**Run 1: clock network drawn from the DEF**

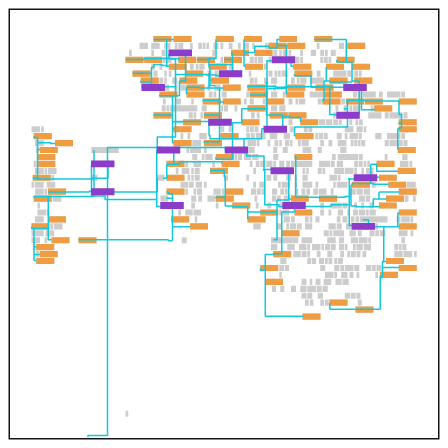
**Run 1: cells by drive strength**

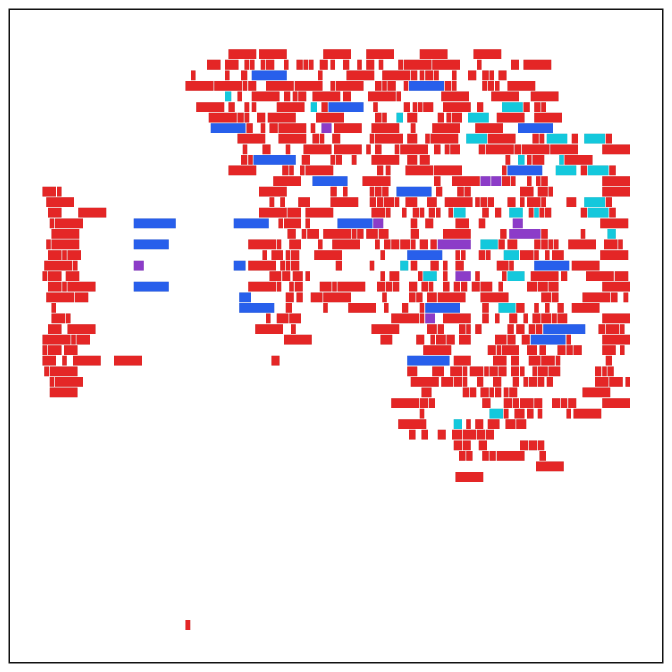
**Run 1: cell classes on the final placement**

Scale bar: 50 um.
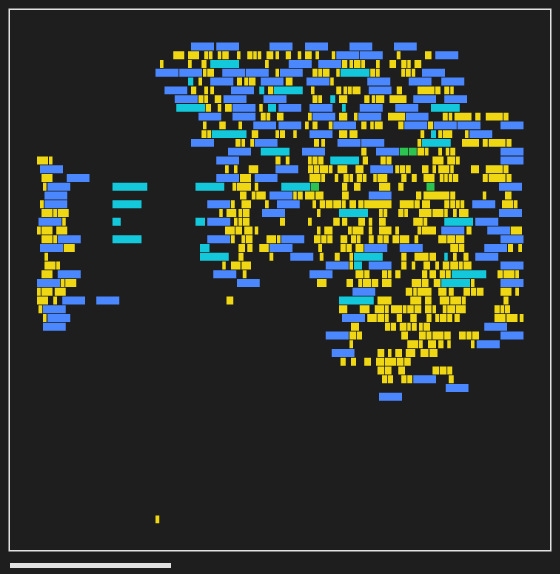
<file path="config.mk">
export PLATFORM = sky130hd
export DESIGN_NAME = sdram_ctrl
export DESIGN_NICKNAME = d
export VERILOG_FILES = /design/src/rtl/sdram_ctrl.sv
export SDC_FILE = /design/constraint.sdc
export NUM_CORES = 1
export LEC_CHECK = 0
export CORE_MARGIN = 8
export CORE_UTILIZATION = 23
export DETAILED_ROUTE_END_ITERATION = 16
export DONT_BUFFER_PORTS = 1
export GPL_ROUTABILITY_DRIVEN = 1
export SETUP_SLACK_MARGIN = 0.15
export SYNTH_ARGS = -nofsm -noshare
export SYNTH_HDL_FRONTEND = slang
export SYNTH_SLANG_ARGS = --single-unit
</file>
<file path="constraint.sdc">
create_clock -name sysClk -period 4.45 [get_ports sysClk]
set_clock_uncertainty 0.15 [all_clocks]
set_input_delay 0.89 -clock sysClk [delete_from_list [all_inputs] [get_ports sysClk]]
set_output_delay 0.89 -clock sysClk [all_outputs]
set_load 0.02 [all_outputs]
</file>
<file path="src/rtl/sdram_ctrl.sv">
// Single-port SDR SDRAM controller: power-up init, periodic auto-refresh and
// single-word READ/WRITE accesses with auto-precharge for one requester.
module sdram_ctrl #(
    parameter int INIT_CYCLES    = 20000,
    parameter int REFRESH_CYCLES = 780,
    parameter int T_RP           = 2,
    parameter int T_RFC          = 7,
    parameter int T_MRD          = 2,
    parameter int T_RCD          = 2,
    parameter int T_WR           = 2,
    parameter int CAS_LATENCY    = 2
) (
    input  logic        sysClk,
    input  logic        rstN,
    output logic        ready,
    input  logic        req,
    input  logic        we,
    input  logic [23:0] addr,
    input  logic [15:0] wdata,
    output logic        ack,
    output logic [15:0] rdata,
    output logic        rvalid,
    output logic        sdCke,
    output logic        sdCsN,
    output logic        sdRasN,
    output logic        sdCasN,
    output logic        sdWeN,
    output logic [1:0]  sdBa,
    output logic [12:0] sdAddr,
    output logic [1:0]  sdDqm,
    output logic [15:0] sdDqOut,
    output logic        sdDqOe,
    input  logic [15:0] sdDqIn
);

    localparam logic [3:0] CMD_NOP = 4'b0111;
    localparam logic [3:0] CMD_PRE = 4'b0010;
    localparam logic [3:0] CMD_REF = 4'b0001;
    localparam logic [3:0] CMD_LMR = 4'b0000;
    localparam logic [3:0] CMD_ACT = 4'b0011;
    localparam logic [3:0] CMD_RD  = 4'b0101;
    localparam logic [3:0] CMD_WR  = 4'b0100;

    localparam int CNT_W = $clog2(INIT_CYCLES + 64);
    localparam int REF_W = $clog2(REFRESH_CYCLES + 1);
    localparam logic [2:0]  CL_BITS   = 3'(CAS_LATENCY);
    localparam logic [12:0] MODE_WORD = {3'b000, 1'b0, 2'b00, CL_BITS, 1'b0, 3'b000};

    typedef enum logic [3:0] {
        S_INIT_WAIT, S_INIT_PRE, S_INIT_REF1, S_INIT_REF2, S_INIT_LMR,
        S_IDLE, S_AREF, S_ACT, S_RD, S_RDCAP, S_WR, S_WAIT
    } state_t;

    state_t             state_reg;
    state_t             next_reg;
    logic [CNT_W-1:0]   cnt_reg;
    logic [3:0]         cmd_reg;
    logic [REF_W-1:0]   ref_cnt_reg;
    logic               ref_en_reg;
    logic               ref_pending_reg;
    logic               we_reg;
    logic [8:0]         col_reg;
    logic [15:0]        wdata_reg;

    assign {sdCsN, sdRasN, sdCasN, sdWeN} = cmd_reg;

    // Every command state lasts one cycle; S_WAIT then burns the remaining
    // cycles so that the next state's command lands exactly T clocks later.
    always_ff @(posedge sysClk) begin
        if (!rstN) begin
            state_reg       <= S_INIT_WAIT;
            next_reg        <= S_INIT_WAIT;
            cnt_reg         <= '0;
            cmd_reg         <= CMD_NOP;
            ref_cnt_reg     <= '0;
            ref_en_reg      <= 1'b0;
            ref_pending_reg <= 1'b0;
            we_reg          <= 1'b0;
            col_reg         <= '0;
            wdata_reg       <= '0;
            sdCke           <= 1'b0;
            sdBa            <= '0;
            sdAddr          <= '0;
            sdDqm           <= 2'b11;
            sdDqOut         <= '0;
            sdDqOe          <= 1'b0;
            ready           <= 1'b0;
            ack             <= 1'b0;
            rvalid          <= 1'b0;
            rdata           <= '0;
        end else begin
            cmd_reg <= CMD_NOP;
            sdDqm   <= 2'b11;
            sdDqOe  <= 1'b0;
            sdDqOut <= '0;
            ack     <= 1'b0;
            rvalid  <= 1'b0;
            case (state_reg)
                S_INIT_WAIT: begin
                    sdCke <= 1'b1;
                    if (cnt_reg == CNT_W'(INIT_CYCLES)) begin
                        state_reg <= S_INIT_PRE;
                        cmd_reg   <= CMD_PRE;
                        sdBa      <= '0;
                        sdAddr    <= 13'h0400;
                    end else begin
                        cnt_reg <= cnt_reg + 1'b1;
                    end
                end
                S_INIT_PRE: begin
                    state_reg <= S_WAIT;
                    next_reg  <= S_INIT_REF1;
                    cnt_reg   <= CNT_W'(T_RP - 2);
                end
                S_INIT_REF1: begin
                    state_reg <= S_WAIT;
                    next_reg  <= S_INIT_REF2;
                    cnt_reg   <= CNT_W'(T_RFC - 2);
                end
                S_INIT_REF2: begin
                    state_reg <= S_WAIT;
                    next_reg  <= S_INIT_LMR;
                    cnt_reg   <= CNT_W'(T_RFC - 2);
                end
                S_INIT_LMR: begin
                    state_reg  <= S_WAIT;
                    next_reg   <= S_IDLE;
                    cnt_reg    <= CNT_W'(T_MRD - 2);
                    ref_en_reg <= 1'b1;
                end
                S_IDLE: begin
                    if (ref_pending_reg) begin
                        state_reg       <= S_AREF;
                        cmd_reg         <= CMD_REF;
                        ref_pending_reg <= 1'b0;
                    end else if (req) begin
                        state_reg <= S_ACT;
                        cmd_reg   <= CMD_ACT;
                        ack       <= 1'b1;
                        sdBa      <= addr[10:9];
                        sdAddr    <= addr[23:11];
                        we_reg    <= we;
                        col_reg   <= addr[8:0];
                        wdata_reg <= wdata;
                    end
                end
                S_AREF: begin
                    state_reg <= S_WAIT;
                    next_reg  <= S_IDLE;
                    cnt_reg   <= CNT_W'(T_RFC - 2);
                end
                S_ACT: begin
                    state_reg <= S_WAIT;
                    next_reg  <= we_reg ? S_WR : S_RD;
                    cnt_reg   <= CNT_W'(T_RCD - 2);
                end
                S_RD: begin
                    state_reg <= S_WAIT;
                    next_reg  <= S_RDCAP;
                    cnt_reg   <= CNT_W'(CAS_LATENCY - 1);
                end
                S_RDCAP: begin
                    state_reg <= S_WAIT;
                    next_reg  <= S_IDLE;
                    cnt_reg   <= CNT_W'(T_RP - 2);
                end
                S_WR: begin
                    state_reg <= S_WAIT;
                    next_reg  <= S_IDLE;
                    cnt_reg   <= CNT_W'(T_WR + T_RP - 2);
                end
                S_WAIT: begin
                    if (cnt_reg == '0) begin
                        state_reg <= next_reg;
                        case (next_reg)
                            S_INIT_REF1, S_INIT_REF2: cmd_reg <= CMD_REF;
                            S_INIT_LMR: begin
                                cmd_reg <= CMD_LMR;
                                sdBa    <= '0;
                                sdAddr  <= MODE_WORD;
                            end
                            S_IDLE: ready <= 1'b1;
                            S_RD: begin
                                cmd_reg <= CMD_RD;
                                sdAddr  <= {4'b0010, col_reg};
                                sdDqm   <= 2'b00;
                            end
                            S_WR: begin
                                cmd_reg <= CMD_WR;
                                sdAddr  <= {4'b0010, col_reg};
                                sdDqm   <= 2'b00;
                                sdDqOe  <= 1'b1;
                                sdDqOut <= wdata_reg;
                            end
                            S_RDCAP: begin
                                rvalid <= 1'b1;
                                rdata  <= sdDqIn;
                            end
                            default: ;
                        endcase
                    end else begin
                        cnt_reg <= cnt_reg - 1'b1;
                    end
                end
                default: state_reg <= S_INIT_WAIT;
            endcase

            // A new expiry overrides a same-cycle clear; a second one is not queued.
            if (ref_en_reg) begin
                if (ref_cnt_reg == REF_W'(REFRESH_CYCLES - 1)) begin
                    ref_cnt_reg     <= '0;
                    ref_pending_reg <= 1'b1;
                end else begin
                    ref_cnt_reg <= ref_cnt_reg + 1'b1;
                end
            end
        end
    end

endmodule

</file>
==> Slide: Implementation Results, run 1 <==
Synthesis and Place & Route Summary

Logic synthesis
  • Post-synth top area share: 44.2%
  • AO/OA Area Share: 18.1%
  • Cell taking the most area after synthesis: dfxtp_1
  • Synth mux share: 5.15%
  • Synthesized area: 5300 um2
  • Post-synthesis cell count: 626
  • Async SR Flop Fraction: 0%
  • Xor and xnor area share after synthesis: 2.15%
  • Simple logic cell fraction of the synthesized area: 25.0%
  • Post-Syn Nets: 689
  • Yosys warns: 0
  • Yosys cell count: 626
  • Synth Seq Share: 44.2%
  • Number of enable flip-flop cells: 0
  • Post-synthesis cell type count: 70
  • Syn_area_per_cell: 8.46 um2

Clocking
  • CTS Root Cell: clkbuf_16
  • H-tree depth: 4
  • CTS tree: done
  • Clk_lat worst skew: 420 ps
  • # clock sinks: 117
  • # Post-CTS Setup Buffers: 0
  • Post-CTS Hold Buffers: 0
  • CTS buffer count: 17
  • CTS max path bufs: 2

Hold path
  • Hold path depth: 1
  • Hold Crit Endpoint: sdDqOut[7]$_SDFF_PN0_
  • Hold Crit Class: reg -> reg

Timing
  • Setup_tns: 0 ps
  • RSZ-0062 raised after global routing: no
  • Period minus WS final: 3430 ps
  • Period utilization: 77.0%
  • Hold Vio Cnt, Final: 0
  • Rel. slew slack: 35.6%

Power
  • Power Dens Cells: 465 nW/um2
  • Max IR drop VDD: 0.149 mV

Final layout
  • Filler instances: 2,388
  • Final core occ: 26.9%
  • Finished Layout Cells: 900
  • Synth-to-Final Area Change: 14.8%
  • Layout cells sized above 1: 9.59%

Placement
  • HPWL after detailed placement: 10,100 um
  • Placed insts: 868
  • RePlAce Congestion: 0.863

Floorplanning
  • Cell row count: 55
  • Die height: 168 um
  • Core area: 22,600 um2
  • Die Area: 28,100 um2
  • Die X: 168 um

Critical path
  • R2R Setup Slk: 1020 ps
  • Crit-path cells: nand4b_4 -> xnor2_1 -> ha_1 -> nand4_1 -> or4b_2 -> o31a_1 -> and2_1 -> o21ai_0 -> a21oi_1
  • Cells on worst reg2reg path: 9
  • CP Max Fanout: 25
  • Worst path bufs/invs: 0
  • CP Class: reg -> reg
  • R2R Path End: cnt_reg[8]$_SDFFE_PN0P_

Global routing
  • Global route total overflow: 0
  • First-pass GRT wire length: 22,900 um
  • Initial antenna violation count: 0
  • Gr usage total: 10.2%
  • Vias in the first global route: 4,134

Status
  • Outcome: complete, no violations

Run
  • # Max-Cap Violations: 0

Route
  • Pre-antenna DRT Iters: 5
-- 'clock network drawn from the DEF' (at the start) --
[flip-flops] orange | count: 117
[clock drivers] purple | count: 17
[clock wires] cyan | length: 1,790 um
routed clock nets: 18

-- 'cells by drive strength' (at the start) --
[_6 and larger] blue | cells: 23 | share: 3.7%
[_0 and _1 cells] red | cells: 556 | share: 90%
[_3 and _4 cells] purple | cells: 10 | share: 1.6%
[_2 cells] cyan | cells: 26 | share: 4.2%

-- 'cell classes on the final placement' (at the start) --
[clock drivers and dummy loads] cyan | cells: 32
[remaining buffers and delay cells] green | cells: 4
[sequential cells] blue | cells: 117
[combinational and other logic] yellow | cells: 462

[run 1: power breakdown]
group	total, mW	internal (mW)	switching [mW]	leakage, nW
sequential	1.14	1.07	0.0716	0.945
combinational	0.245	0.0956	0.149	0.837
clock	1.44	0.935	0.501	0.294
[run 1: area by class of cell]
type                       count  area (um2)  share of cell area (%)
clock buffer                  19         433                    7.12
clock inverter                13         180                    2.96
inverter                       8        30.0                   0.494
multi-input combinational    454        2710                    44.5
sequential                   117        2340                    38.5
tap                          285         357                    5.86
timing repair buffer           4        30.0                   0.494
[run 1: worst max path at each step]
stage / slack (ps) / cells after the start / to
2_1_floorplan: 1350 / 11 / cnt_reg[8]$_SDFFE_PN0P_
3_3_place_gp: 1110 / 9 / cnt_reg[8]$_SDFFE_PN0P_
3_5_place_dp: 1070 / 9 / cnt_reg[8]$_SDFFE_PN0P_
4_1_cts: 1050 / 8 / cnt_reg[8]$_SDFFE_PN0P_
5_1_grt: 660 / 9 / cnt_reg[8]$_SDFFE_PN0P_
6_report: 1020 / 9 / cnt_reg[8]$_SDFFE_PN0P_
[run 1: per-layer routing]
metal  global-route usage, %  vias up  wire length [um]
met5                       0        -                 0
met4                    4.54        0               264
met3                    3.10       22               858
met2                    16.0      140              6880
met1                    12.8     2095              6400
li1                        -     2153                 -
[run 1: stage by stage]
step	hold WS, ps	cell area (um2)	power [mW]
after CTS	300	6080	2.86
after detailed placement	289	5470	1.41
after global routing	317	6080	2.95
final	297	6080	2.83
after floorplan	280	5300	1.36
after global placement	284	5470	1.41
[run 1: worst register-to-register path, cell delays in order (launching register included)]
cell and delay, ps:
dfxtp_1 820, nand4b_4 420, xnor2_1 290, ha_1 270, nand4_1 170, or4b_2 660
o31a_1 130, and2_1 150, o21ai_0 140, a21oi_1 80
**Run 1: clock routing**

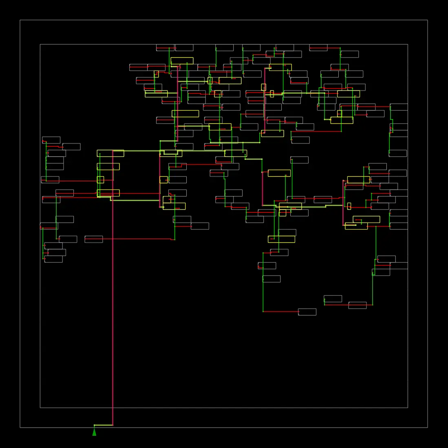

==> run 2, diff against run 1 <==
==> constraint.sdc (replaced) <==
create_clock -name sysClk -period 3.04 [get_ports sysClk]
set_clock_uncertainty 0.15 [all_clocks]
set_input_delay 0.608 -clock sysClk [delete_from_list [all_inputs] [get_ports sysClk]]
set_output_delay 0.608 -clock sysClk [all_outputs]
set_load 0.02 [all_outputs]
**Run 2: clock routing**

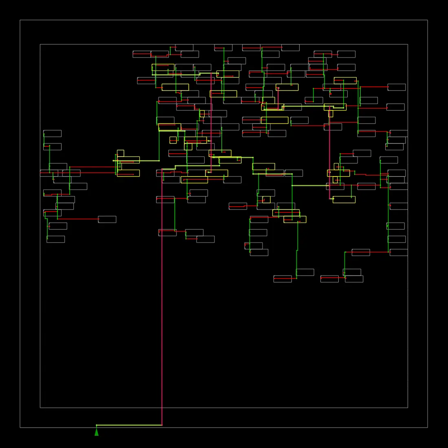
CTS buffer count: 17
# clock sinks: 117

==> Slide: Implementation Results, run 2 <==
Synthesis and Place & Route Summary

Clocking
  • Clk_lat worst skew: 410 ps (about the same)
  • H-tree depth: 4 (unchanged)
  • # Post-CTS Setup Buffers: 0 (unchanged)
  • CTS tree: done
  • Post-CTS Hold Buffers: 0 (unchanged)
  • Worst-path clk slew: 60 ps
  • Post-cts resize count: 0
  • CTS max path bufs: 2 (unchanged)
  • CTS Root Cell: clkbuf_16

Hold path
  • Hold path depth: 1 (unchanged)
  • Hold Crit Class: in -> reg
  • Hold Crit Endpoint: cnt_reg[5]$_SDFFE_PN0P_

Timing
  • Period utilization: 86.0% (+9.0 points)
  • RSZ-0062 raised after global routing: no
  • Hold Vio Cnt, Final: 0 (unchanged)
  • Setup WS post-layout: 425 ps
  • Rel. slew slack: 46.2% (+11 points)
  • Period minus WS final: 2620 ps (-813 ps)
  • Worst slew pin tran: 799 ps
  • Setup_tns: 0 ps (unchanged)

Final layout
  • Synth-to-Final Area Change: 18.3%
  • Most frequent cells in the layout: dfxtp_1 (117), nand2_1 (91), a21oi_1 (63), nor2_1 (63), mux2i_1 (25)
  • Layout cells sized above 1: 12.3% (+2.7 points)
  • Filler instances: 2,390 (+0.084%)
  • Ant diodes: 0
  • Final core occ: 27.7% (+0.82 points)

Logic synthesis
  • Post-synth regs: 117
  • Top cells by count, synth: dfxtp_1 (117), nand2_1 (91), a21oi_1 (63), nor2_1 (63), clkbuf_1 (31)
  • Yosys cell count: 626 (unchanged)
  • Xor and xnor area share after synthesis: 2.15% (unchanged)
  • Number of enable flip-flop cells: 0 (unchanged)
  • Synth Seq Share: 44.2% (unchanged)
  • AO/OA Area Share: 18.1% (unchanged)
  • Post-synthesis cell count: 626 (unchanged)
  • Synth mux share: 5.15% (unchanged)
  • Post-Syn Nets: 689 (unchanged)
  • Most frequent cell after synthesis: dfxtp_1
  • Post-synthesis cell type count: 70 (unchanged)
  • Fa+ha+maj area frac: 0.709%
  • Cell taking the most area after synthesis: dfxtp_1
  • Synthesized area: 5300 um2 (unchanged)
  • YS chip area: 5300 um2
  • Simple logic cell fraction of the synthesized area: 25.0% (unchanged)
  • Async SR Flop Fraction: 0% (unchanged)
  • Syn_area_per_cell: 8.46 um2 (unchanged)
  • Post-synth top area share: 44.2% (unchanged)
  • Yosys warns: 0 (unchanged)

Placement
  • RePlAce Congestion: 0.826 (-4.3%)
  • HPWL after detailed placement: 10,500 um (+4.2%)
  • Setup WS pre-CTS: 264 ps
  • Port bufs: 0

Run
  • OpenROAD warnings: 26
  • # Max-Cap Violations: 0 (unchanged)

Power
  • Psw: 1.05 mW (+45%)
  • Max IR drop VDD: 0.308 mV (+110%)
  • Clk pwr share: 51.4% (+0.6 points)
  • LEAKAGE: 2.19 nW
  • Sw Share: 24.6% (-0.91 points)
  • Comb pwr share: 10.0% (+1.3 points)
  • Power Dens Cells: 678 nW/um2 (+46%)
  • Cell Int Power: 3.20 mW (+52%)
  • Register share of total power: 38.6% (-1.9 points)

Critical path
  • Critical path capture point: cnt_reg[8]$_SDFFE_PN0P_
  • R2R Setup Slk: 420 ps (-600 ps)
  • Setup crit start kind: flip-flop
  • R2R Path End: cnt_reg[8]$_SDFFE_PN0P_
  • CP Max Fanout: 5 (-80%)
  • CP Class: reg -> reg
  • Reg2reg start: state_reg[3]$_SDFFE_PN0P_
  • Cells on worst reg2reg path: 9 (unchanged)
  • CP startpoint: state_reg[3]$_SDFFE_PN0P_

Floorplanning
  • Die height: 168 um (unchanged)
  • Cell row count: 55 (unchanged)
  • Die Area: 28,100 um2 (unchanged)
  • Die X: 168 um (unchanged)
  • Core area: 22,600 um2 (unchanged)
  • Initial Util: 23.4%

Global routing
  • First-pass GRT wire length: 23,100 um (+0.60%)
  • Gr usage total: 10.3% (+0.075 points)
  • Initial antenna violation count: 0 (unchanged)
  • Vias in the first global route: 4,162 (+0.68%)
  • Global route total overflow: 0 (unchanged)

Route
  • Number of routed nets with antenna violations: 0
  • Iter 0 DRT Violations: 368
  • Pre-antenna DRT Iters: 4 (-1)

Status
  • Outcome: complete, no violations
## run 2: cell counts after synthesis
No cell type changed its count.
## run 2: power by group through the flow
stage	sequential [mW]	combinational, mW	clock [mW]
global route	1.65	0.474	2.30
detailed placement	1.67	0.418	0
finish	1.64	0.426	2.18
CTS	1.64	0.422	2.22
global placement	1.67	0.416	0
floorplan	1.64	0.348	0
## run 2: worst max-delay path, cell delays in order (launching register included)
cell and delay [ps]:
dfxtp_1 410, nand4b_4 130, xnor2_1 160, ha_1 260, nand4_1 190, or4b_2 670
o31a_1 130, and2_1 150, o21ai_0 150, a21oi_1 80
## run 2: kinds of logic after synthesis
| family | count (synthesis) |
|---|---|
| other | 1 |
| muxes | 26 |
| AOI/OAI and AO/OA | 141 |
| buffers and inverters | 55 |
| and+or+nand+nor | 270 |
| DFF | 117 |
| adders and majority gates | 3 |
| xor gates and xnor gates | 13 |
## run 2: final cells by class
cell class | count | area [um2] | area share, %
flip-flops and latches | 117 | 2340 | 37.4
multi-input cells | 454 | 2710 | 43.2
well taps | 285 | 357 | 5.69
repair buffers | 21 | 183 | 2.91
clock buffers | 18 | 439 | 7.01
inverters | 8 | 30.0 | 0.479
clock inverters | 14 | 208 | 3.31
## run 2: per-stage QoR
step	power [mW]	area, um2	instances	hold WS [ps]
after floorplan	1.98	5300	626	280
after global placement	2.09	5590	883	284
after detailed placement	2.09	5590	883	289
after CTS	4.28	6240	915	156
after global routing	4.42	6270	917	162
final	4.25	6270	917	172
## run 2: metal layers
metal / up-vias / global-route usage (%) / part of all wire, %
li1: 2182 / - / -
met1: 2066 / 12.7 / 43
met2: 145 / 16.3 / 47
met3: 18 / 3.53 / 7.6
met4: 0 / 4.04 / 1.7
met5: - / 0 / 0
Power figures rest on the tool's default switching activity, not on a simulated workload.
